$ cat src/rtl/ssd1331_spi_receiver.sv
// ssd1331_spi_receiver: display-side SPI receiver, SSD1331 command decoder and
// frame-buffer pixel write generator with window auto-increment.
module ssd1331_spi_receiver #(
  parameter int WIDTH        = 8,
  parameter int NUM_COL      = 96,
  parameter int NUM_ROW      = 64,
  parameter int N_COLOR_BITS = 8,
  parameter int ADDR_W       = 13
) (
  input  logic                    i_CLK,
  input  logic                    i_RST_N,
  input  logic                    i_SCK,
  input  logic                    i_MOSI,
  input  logic                    i_CS,
  input  logic                    i_DC,
  input  logic                    i_RES,
  output logic                    o_BYTE_VALID,
  output logic [WIDTH-1:0]        o_BYTE,
  output logic                    o_BYTE_DC,
  output logic                    o_WR_EN,
  output logic [ADDR_W-1:0]       o_WR_ADDR,
  output logic [N_COLOR_BITS-1:0] o_WR_DATA,
  output logic                    o_DISPLAY_ON,
  output logic [7:0]              o_REMAP,
  output logic                    o_ERR
);
  localparam int CW = $clog2(NUM_COL);
  localparam int RW = $clog2(NUM_ROW);
  localparam int BW = $clog2(WIDTH);
  localparam logic [CW-1:0] COL_MAX = CW'(NUM_COL - 1);
  localparam logic [RW-1:0] ROW_MAX = RW'(NUM_ROW - 1);
  typedef enum logic [2:0] {CMD, COL_A, COL_B, ROW_A, ROW_B, REMAP_A} state_t;
  state_t state;
  logic [1:0] sck_sy, mosi_sy, cs_sy, dc_sy;
  logic sck_p;
  logic [WIDTH-2:0] sh;
  logic [BW-1:0] cnt;
  logic [WIDTH-1:0] arg;
  logic [CW-1:0] col, col_start, col_end, col_nx, c_lo, c_hi;
  logic [RW-1:0] row, row_start, row_end, row_nx, r_lo, r_hi;
  logic [ADDR_W-1:0] addr;
  logic rise;
  function automatic logic [CW-1:0] clamp_c(input logic [WIDTH-1:0] v);
    return (int'(v) > NUM_COL - 1) ? COL_MAX : CW'(v);
  endfunction
  function automatic logic [RW-1:0] clamp_r(input logic [WIDTH-1:0] v);
    return (int'(v) > NUM_ROW - 1) ? ROW_MAX : RW'(v);
  endfunction
  assign rise = sck_sy[1] & ~sck_p;
  assign c_lo = clamp_c(arg);
  assign c_hi = clamp_c(o_BYTE);
  assign r_lo = clamp_r(arg);
  assign r_hi = clamp_r(o_BYTE);
  assign addr = ADDR_W'(row) * ADDR_W'(NUM_COL) + ADDR_W'(col);
  // Column wraps to window start at its end, carrying into the row which wraps the same way.
  assign col_nx = (col == col_end) ? col_start : col + CW'(1);
  assign row_nx = (col != col_end) ? row : (row == row_end) ? row_start : row + RW'(1);
  always_ff @(posedge i_CLK or negedge i_RST_N) begin
    if (!i_RST_N) begin
      sck_sy <= '0; mosi_sy <= '0; cs_sy <= '0; dc_sy <= '0; sck_p <= 1'b0;
      sh <= '0; cnt <= '0; arg <= '0; state <= CMD;
      col <= '0; col_start <= '0; col_end <= COL_MAX;
      row <= '0; row_start <= '0; row_end <= ROW_MAX;
      o_BYTE_VALID <= 1'b0; o_BYTE <= '0; o_BYTE_DC <= 1'b0;
      o_WR_EN <= 1'b0; o_WR_ADDR <= '0; o_WR_DATA <= '0;
      o_DISPLAY_ON <= 1'b0; o_REMAP <= '0; o_ERR <= 1'b0;
    end else if (!i_RES) begin
      sck_sy <= '0; mosi_sy <= '0; cs_sy <= '0; dc_sy <= '0; sck_p <= 1'b0;
      sh <= '0; cnt <= '0; arg <= '0; state <= CMD;
      col <= '0; col_start <= '0; col_end <= COL_MAX;
      row <= '0; row_start <= '0; row_end <= ROW_MAX;
      o_BYTE_VALID <= 1'b0; o_BYTE <= '0; o_BYTE_DC <= 1'b0;
      o_WR_EN <= 1'b0; o_WR_ADDR <= '0; o_WR_DATA <= '0;
      o_DISPLAY_ON <= 1'b0; o_REMAP <= '0; o_ERR <= 1'b0;
    end else begin
      sck_sy <= {sck_sy[0], i_SCK};
      mosi_sy <= {mosi_sy[0], i_MOSI};
      cs_sy <= {cs_sy[0], i_CS};
      dc_sy <= {dc_sy[0], i_DC};
      sck_p <= sck_sy[1];
      o_BYTE_VALID <= 1'b0;
      o_WR_EN <= 1'b0;
      o_ERR <= 1'b0;
      if (cs_sy[1]) begin
        cnt <= '0;
      end else if (rise) begin
        sh <= {sh[WIDTH-3:0], mosi_sy[1]};
        cnt <= (cnt == BW'(WIDTH - 1)) ? '0 : cnt + BW'(1);
        if (cnt == BW'(WIDTH - 1)) begin
          o_BYTE_VALID <= 1'b1;
          o_BYTE <= {sh, mosi_sy[1]};
          o_BYTE_DC <= dc_sy[1];
        end
      end
      // A data byte is always a pixel; arriving mid-command it also aborts that command.
      if (o_BYTE_VALID && o_BYTE_DC) begin
        o_WR_EN <= 1'b1;
        o_WR_DATA <= N_COLOR_BITS'(o_BYTE);
        o_WR_ADDR <= addr;
        col <= col_nx;
        row <= row_nx;
        o_ERR <= (state != CMD);
        state <= CMD;
      end else if (o_BYTE_VALID) begin
        case (state)
          CMD: begin
            case (o_BYTE)
              8'h15: state <= COL_A;
              8'h75: state <= ROW_A;
              8'hA0: state <= REMAP_A;
              8'hAF: o_DISPLAY_ON <= 1'b1;
              8'hAE: o_DISPLAY_ON <= 1'b0;
              default: o_ERR <= 1'b1;
            endcase
          end
          COL_A: begin
            arg <= o_BYTE;
            state <= COL_B;
          end
          COL_B: begin
            state <= CMD;
            if (c_lo > c_hi) o_ERR <= 1'b1;
            else begin
              col_start <= c_lo;
              col_end <= c_hi;
              col <= c_lo;
            end
          end
          ROW_A: begin
            arg <= o_BYTE;
            state <= ROW_B;
          end
          ROW_B: begin
            state <= CMD;
            if (r_lo > r_hi) o_ERR <= 1'b1;
            else begin
              row_start <= r_lo;
              row_end <= r_hi;
              row <= r_lo;
            end
          end
          REMAP_A: begin
            o_REMAP <= 8'(o_BYTE);
            state <= CMD;
          end
          default: state <= CMD;
        endcase
      end
    end
  end
endmodule

$ cat config.mk
export PLATFORM = sky130hd
export DESIGN_NAME = ssd1331_spi_receiver
export DESIGN_NICKNAME = d
export VERILOG_FILES = /design/src/rtl/ssd1331_spi_receiver.sv
export SDC_FILE = /design/constraint.sdc
export NUM_CORES = 1
export LEC_CHECK = 0
export CAP_MARGIN = 20
export CELL_PAD_IN_SITES_DETAIL_PLACEMENT = 1
export CELL_PAD_IN_SITES_GLOBAL_PLACEMENT = 2
export CORE_ASPECT_RATIO = 0.5
export CORE_MARGIN = 3
export CORE_UTILIZATION = 37
export DETAILED_ROUTE_END_ITERATION = 8
export PLACE_DENSITY_LB_ADDON = 0.05
export SYNTH_ARGS = -nofsm -noshare
export SYNTH_HDL_FRONTEND = slang
export SYNTH_SLANG_ARGS = --single-unit
$ cat constraint.sdc
create_clock -name i_CLK -period 3.3 [get_ports i_CLK]
set_clock_uncertainty 0.05 [all_clocks]
set_input_delay 0.825 -clock i_CLK [delete_from_list [all_inputs] [get_ports i_CLK]]
set_output_delay 0.825 -clock i_CLK [all_outputs]
set_load 0.05 [all_outputs]
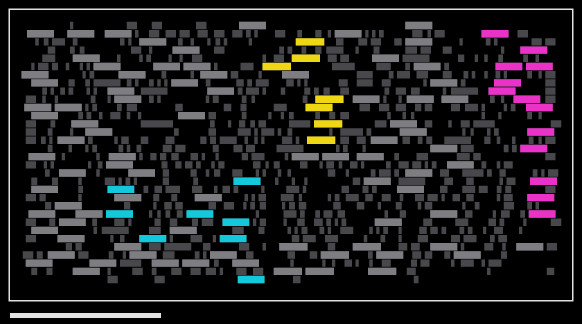
Figure 1: run 1, where the registers sit.
Scale bar: 50 um. Other sequential cells in the stronger gray, the rest of the logic in the fainter gray.
Magenta stands for `o_WR_ADDR`, flops 13. Yellow stands for `col_end`, flops 7. Cyan stands for `arg`, flops 8.
Another 83 sequential cells are not colored.
Flop+latch power: 1390 uW
post-layout util: 0.452
register area: 2790 um2

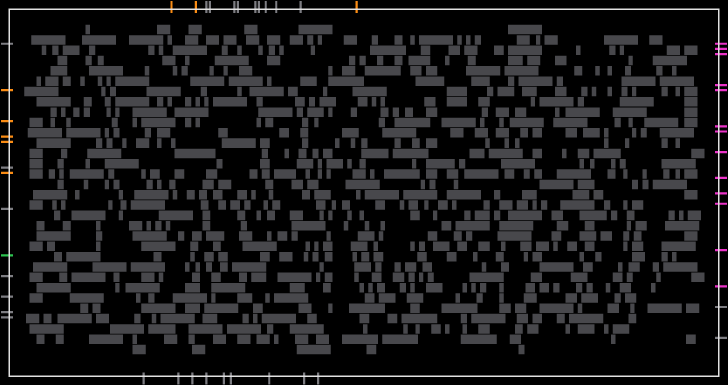
Figure 2: run 1, pin placement.
Pins as bars across the die edge, other pins in gray.
Orange stands for `o_BYTE`, pins 8, direction output, edge 5 west, 3 north. Green stands for `i_MOSI`, pins 1, direction input, edge west. Magenta stands for `o_WR_ADDR`, pins 13, direction output, edge east.
All pins by edge: 15 east, 13 west, 12 north, 9 south.

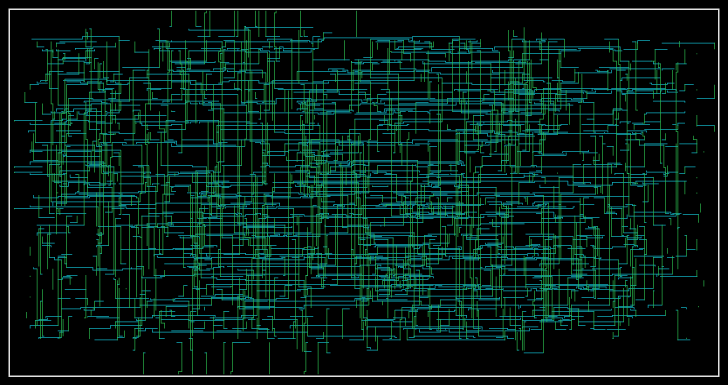
Figure 3: run 1, metal layers overlaid.
Only two layers are drawn.
Cyan stands for met1, wire length 8870 um. Green stands for met2, wire length 7370 um.
wire length per cell: 18.5 um
GRT Overall Usage: 0.200
via count: 4771

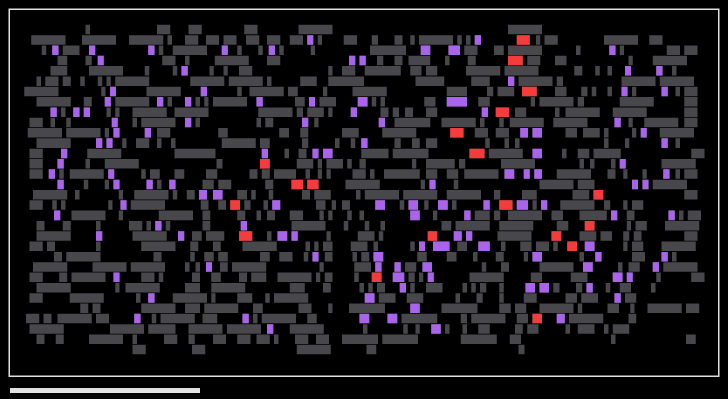
Figure 4: run 1, logic cells by family.
Scale bar: 50 um.
Purple stands for inverting AOI/OAI gates, cells 125, most used a21oi_1, where all over the die. Red stands for AND-OR and OR-AND gates, cells 19.

-- run 1: sequential cells by signal (all words and copies together) (netlist names), 3 cells and up --
| register | count |
|---|---|
| arg | 8 |
| col | 7 |
| col_start | 7 |
| col_end | 7 |
| row | 6 |
| o_WR_DATA | 8 |
| row_end | 6 |
| o_WR_ADDR | 13 |
| sh | 7 |
| cnt | 3 |
| state | 3 |
| row_start | 6 |
| o_BYTE | 8 |
| o_REMAP | 8 |
-- run 1: kinds of logic after synthesis --
kind of cell,synth area share
adder cells (fa/ha/maj),0.0564
buffers and inverters,0.0442
multiplexers,0.0456
AND-OR/OR-AND,0.149
XOR/XNOR,0.0448
flip-flops,0.463
AND/OR/NAND/NOR,0.197
-- run 1: report_power, final --
part	switching, uW	internal [uW]
combinational	105	53.4
clock	526	635
sequential	16.1	1370
==> impl_metrics.toml, run 1 <==
# physical design summary
[final_layout]
nClkBuffers = 12
nMultiInputCombCells = 474
area_growth_pct = 17.6
fillerInstances = 1793
ff_count = 111
sh_comb_area = 0.419
buffer_area_frac = 0.0914
num-nonclk-buffers = 68
area_dominant_class = "multi-input combinational cells"
inverters = 25
seq-cell-share = 0.394
clk_share = 0.0436
lay_top_count = "nand2_1"

[cts]
max-clock-path-buffers = 2
clock-sinks = 111
clock_latency_ns = 0.36
cts_tree = "yes"
cts_buffers = 9
ctsHoldBuffers = 0
cts_root_buf = "clkbuf_16"
cts_resized = 0
cts.clk_slew.worst_paths_ns = 0.08

[hold_path]
hold_path_class = "reg2reg"
min-delay-start = "mosi_sy[0]$_DFF_PN0_"
hold-path-cell-count = 1

[drt]
dr.max_layer_used = "met4"
avgViaCountPerCell = 5.21
ant_nets = 0
drtPass1Iterations = 4
met1Wirelength_um = 8870
met3_length_um = 557

[timing]
slew_headroom = 0.384
min_period_over_period = 0.907
tightest_slew_ns = 0.923
setup_tns_ns = 0
fin_hold_ws_ns = 0.410
rsz0062_at_grt = "no"
period_minus_slack_ns = 2.99

[critical_path]
cp_max_fo = 13
crit_type = "reg2reg"
r2r_end = "row_start[5]$_DFFE_PN0P_"
endpoint_kind = "flip-flop"
cp_cell_sequence = "or2_2 -> nor2_1 -> ha_1 -> nor2b_1 -> o31ai_1 -> a21oi_1 -> or3b_1 -> nor2_1 -> nor3_1"
crit_start = "o_BYTE[6]$_DFFE_PN0P_"
cp_common_cell = "nor2_1"
worst_path_largest_cell_delay_ns = 0.60
path_delay_family = "simple AND/OR/NAND/NOR gates"
worstPathRequired_ns = 3.48
critical_path_cell_count = 9
reg2reg_slack_ns = 0.31
crit_buf_inv = 0

[synth]
ys.flop_type = "dfrtp_1"
synth_top_cell_by_area = "dfrtp_1"
synth_cell_type_count = 59
syn_avg_cell_area_um2 = 9.28
ys_chip_area_um2 = 6030
ys.flops = 111
synth.most_common_cell = "nand2_1"
top_cells_by_area = "dfrtp_1, nand2_1, dfstp_2"
syn_inst = 650
fp_nets = 683
yosysTopAreaCellShare = 0.411
syn-cell-area_um2 = 6030

[global_routing]
gr-usage-met3 = 0.0466
grt.busiest_layer = "met2"
grtUsageMet1 = 0.284
grt_remaining_overflow = 0

[floorplan]
coreArea_um2 = 15700
dieHeight_um = 96.3
die-area_um2 = 18000
taps = 221
fp_util = 0.384

[placement]
pre_cts_ws_ns = 0.352
globalplace.congestion = 0.819
portBuffers = 48
placed_cell_area_um2 = 6780
place_inst = 899

[power]
vdd_drop_max_uv = 235
leakagePower_uw = 0.00321
power_uw = 2710
power.density_nw_per_um2 = 382

[job]
warnings = 27

[outcome]
status = "finished, final reports clean"
Figure 5. The clock network (run 1).
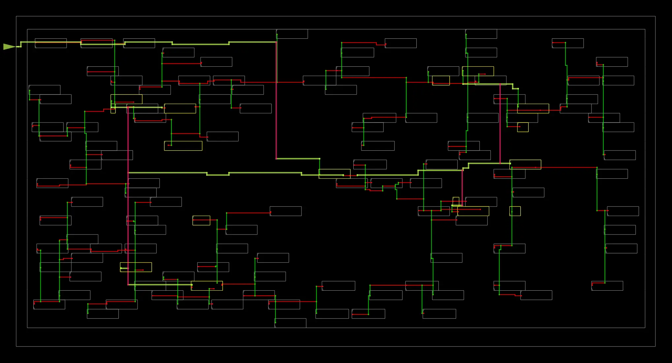

--- run 2 (diff from run 1) ---
CELL_PAD_IN_SITES_DETAIL_PLACEMENT = not set   (was 1)
CELL_PAD_IN_SITES_GLOBAL_PLACEMENT = not set   (was 2)
CORE_UTILIZATION = 55   (was 37)
GPL_TIMING_DRIVEN = 0   (was not set)
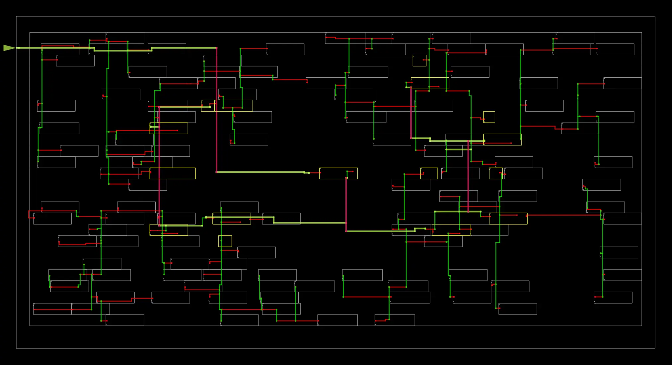
Figure 6: run 2, the clock network.
# clock sinks: 111
number of buffers created by CTS: 9
number of sequential cells: 111
# clk buffers: 9

==> run 2 against run 1 <==
  * Sequential share of layout area rose by 0.47 points
  * Global-route usage up 5.7 points
  * Synthesized cell count stayed put
  * Combinational power about the same
  * Synthesized area stayed put
  * Critical endpoint is now col[2]$_DFFE_PN0P_
==> impl_metrics.toml, run 2 <==
# physical design summary
[final_layout]
area_growth_pct = 16.3
clk_share = 0.0440
regMostFlops = "o_WR_ADDR"
largest_reg_flops = 13
fillerInstances = 861
ff_latch_area_um2 = 2800
buffer_area_frac = 0.0936
area_dominant_class = "multi-input combinational cells"
sh_comb_area = 0.425
inverters = 25
num-nonclk-buffers = 85
final_cell_area_um2 = 7020
diodes = 0
fin_util = 0.672
seq-cell-share = 0.399

[placement]
pre_cts_ws_ns = -0.0398
portBuffers = 47
place_inst = 838
globalplace.congestion = 0.917
placed_cell_area_um2 = 6700

[synth]
ys_sh_adder = 0.0564
edf_count = 0
synth_top_cell_by_area = "dfrtp_1"
yosys-mux-area-fraction = 0.0456
ys_chip_area_um2 = 6030
top_cells_by_area = "dfrtp_1, nand2_1, dfstp_2"
syn-cell-area_um2 = 6030
synthTopLogicFamily = "simple AND/OR/NAND/NOR gates"
yosysTopAreaCellShare = 0.411
synth_cell_type_count = 59
ys_sh_xor = 0.0448
syn_avg_cell_area_um2 = 9.28
ys_sh_aoi = 0.149
synth.cellmix.simpleShare = 0.197
ys.flop_type = "dfrtp_1"
synth.most_common_cell = "nand2_1"
ys.flops = 111
fp_nets = 683

[cts]
cts_tree = "yes"
clock_latency_ns = 0.36
cts_root_buf = "clkbuf_16"
ctsHoldBuffers = 0
cts.clk_slew.worst_paths_ns = 0.08
max-clock-path-buffers = 2

[timing]
slew_headroom = 0.528
min_period_over_period = 0.942
tightest_slew_ns = 0.709
finalHoldViolCount = 0
setup_tns_ns = 0
rsz0062_at_grt = "no"
period_minus_slack_ns = 3.11
fin_hold_ws_ns = 0.407

[floorplan]
coreArea_um2 = 10400
taps = 140
die-area_um2 = 12300
fp_util = 0.578
dieHeight_um = 80.0

[outcome]
status = "finished, final reports clean"

[hold_path]
hold-path-cell-count = 1
min-delay-start = "sck_sy[0]$_DFF_PN0_"
hold_path_class = "reg2reg"

[power]
pg_comb_uw = 161
seqPwrFrac = 0.514
power_uw = 2690
power_clock_uw = 1150
leakagePower_uw = 0.00319
intPower_uw = 2030
pg_seq_uw = 1390
power_frac_clock = 0.426
power_frac_comb = 0.060
power_leader = "sequential cells"
p_switching_uw = 665
power.density_nw_per_um2 = 384
switching_share = 0.247
vdd_drop_max_uv = 280

[job]
warnings = 27

[global_routing]
grt_use_total = 0.257
grt_remaining_overflow = 0
grt_pass1_wl_um = 25100

[critical_path]
r2r_end = "col[2]$_DFFE_PN0P_"
crit_type = "reg2reg"
reg2reg_slack_ns = 0.19
endpoint_kind = "flip-flop"
start_kind = "flip-flop"
crit_start = "o_BYTE[6]$_DFFE_PN0P_"
worstPathRequired_ns = 3.50
cp_max_fo = 11

[drt]
drc = 0
avgViaCountPerCell = 5.86
vias = 4983
ant_nets = 0
routedWlPerCell_um = 17.8
drtPass1Iterations = 5
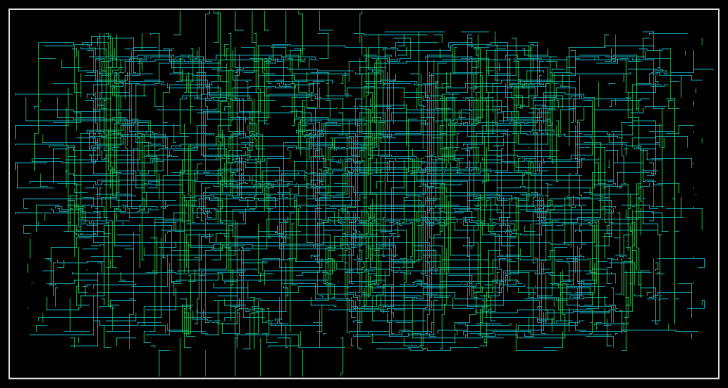
Figure 7: run 2, metal layers overlaid.
Only two layers are drawn.
Green stands for met2, wire length 6650 um. Cyan stands for met1, wire length 7160 um.

-- run 2: cell counts after synthesis --
No cell type changed its count.
-- run 2: layer usage --
layer,wire length [um],global-route usage,share of wire
met5,0,0,0
met4,125,0.0458,0.0083
met3,1200,0.0585,0.079
met2,6650,0.399,0.44
met1,7160,0.375,0.47
-- run 2: worst max-delay path: stages (launching register included) --
cell	delay, ns
dfrtp_2	0.52
or2_2	0.16
clkbuf_1	0.26
inv_1	0.10
ha_1	0.31
nand4_1	0.11
or2_2	0.32
o31a_1	0.15
nor3_4	0.28
buf_2	0.32
nand3_1	0.20
o2111a_1	0.21
-- run 2: repair_timing --
item | in CTS | in global routing
pin swaps | 0 | 0
gates resized | 0 | 7
setup endpoints to repair | 7 | 27
endpoints found under the hold margin | 0 | 0
No activity file was given, so power comes from the tool's default toggle rates.
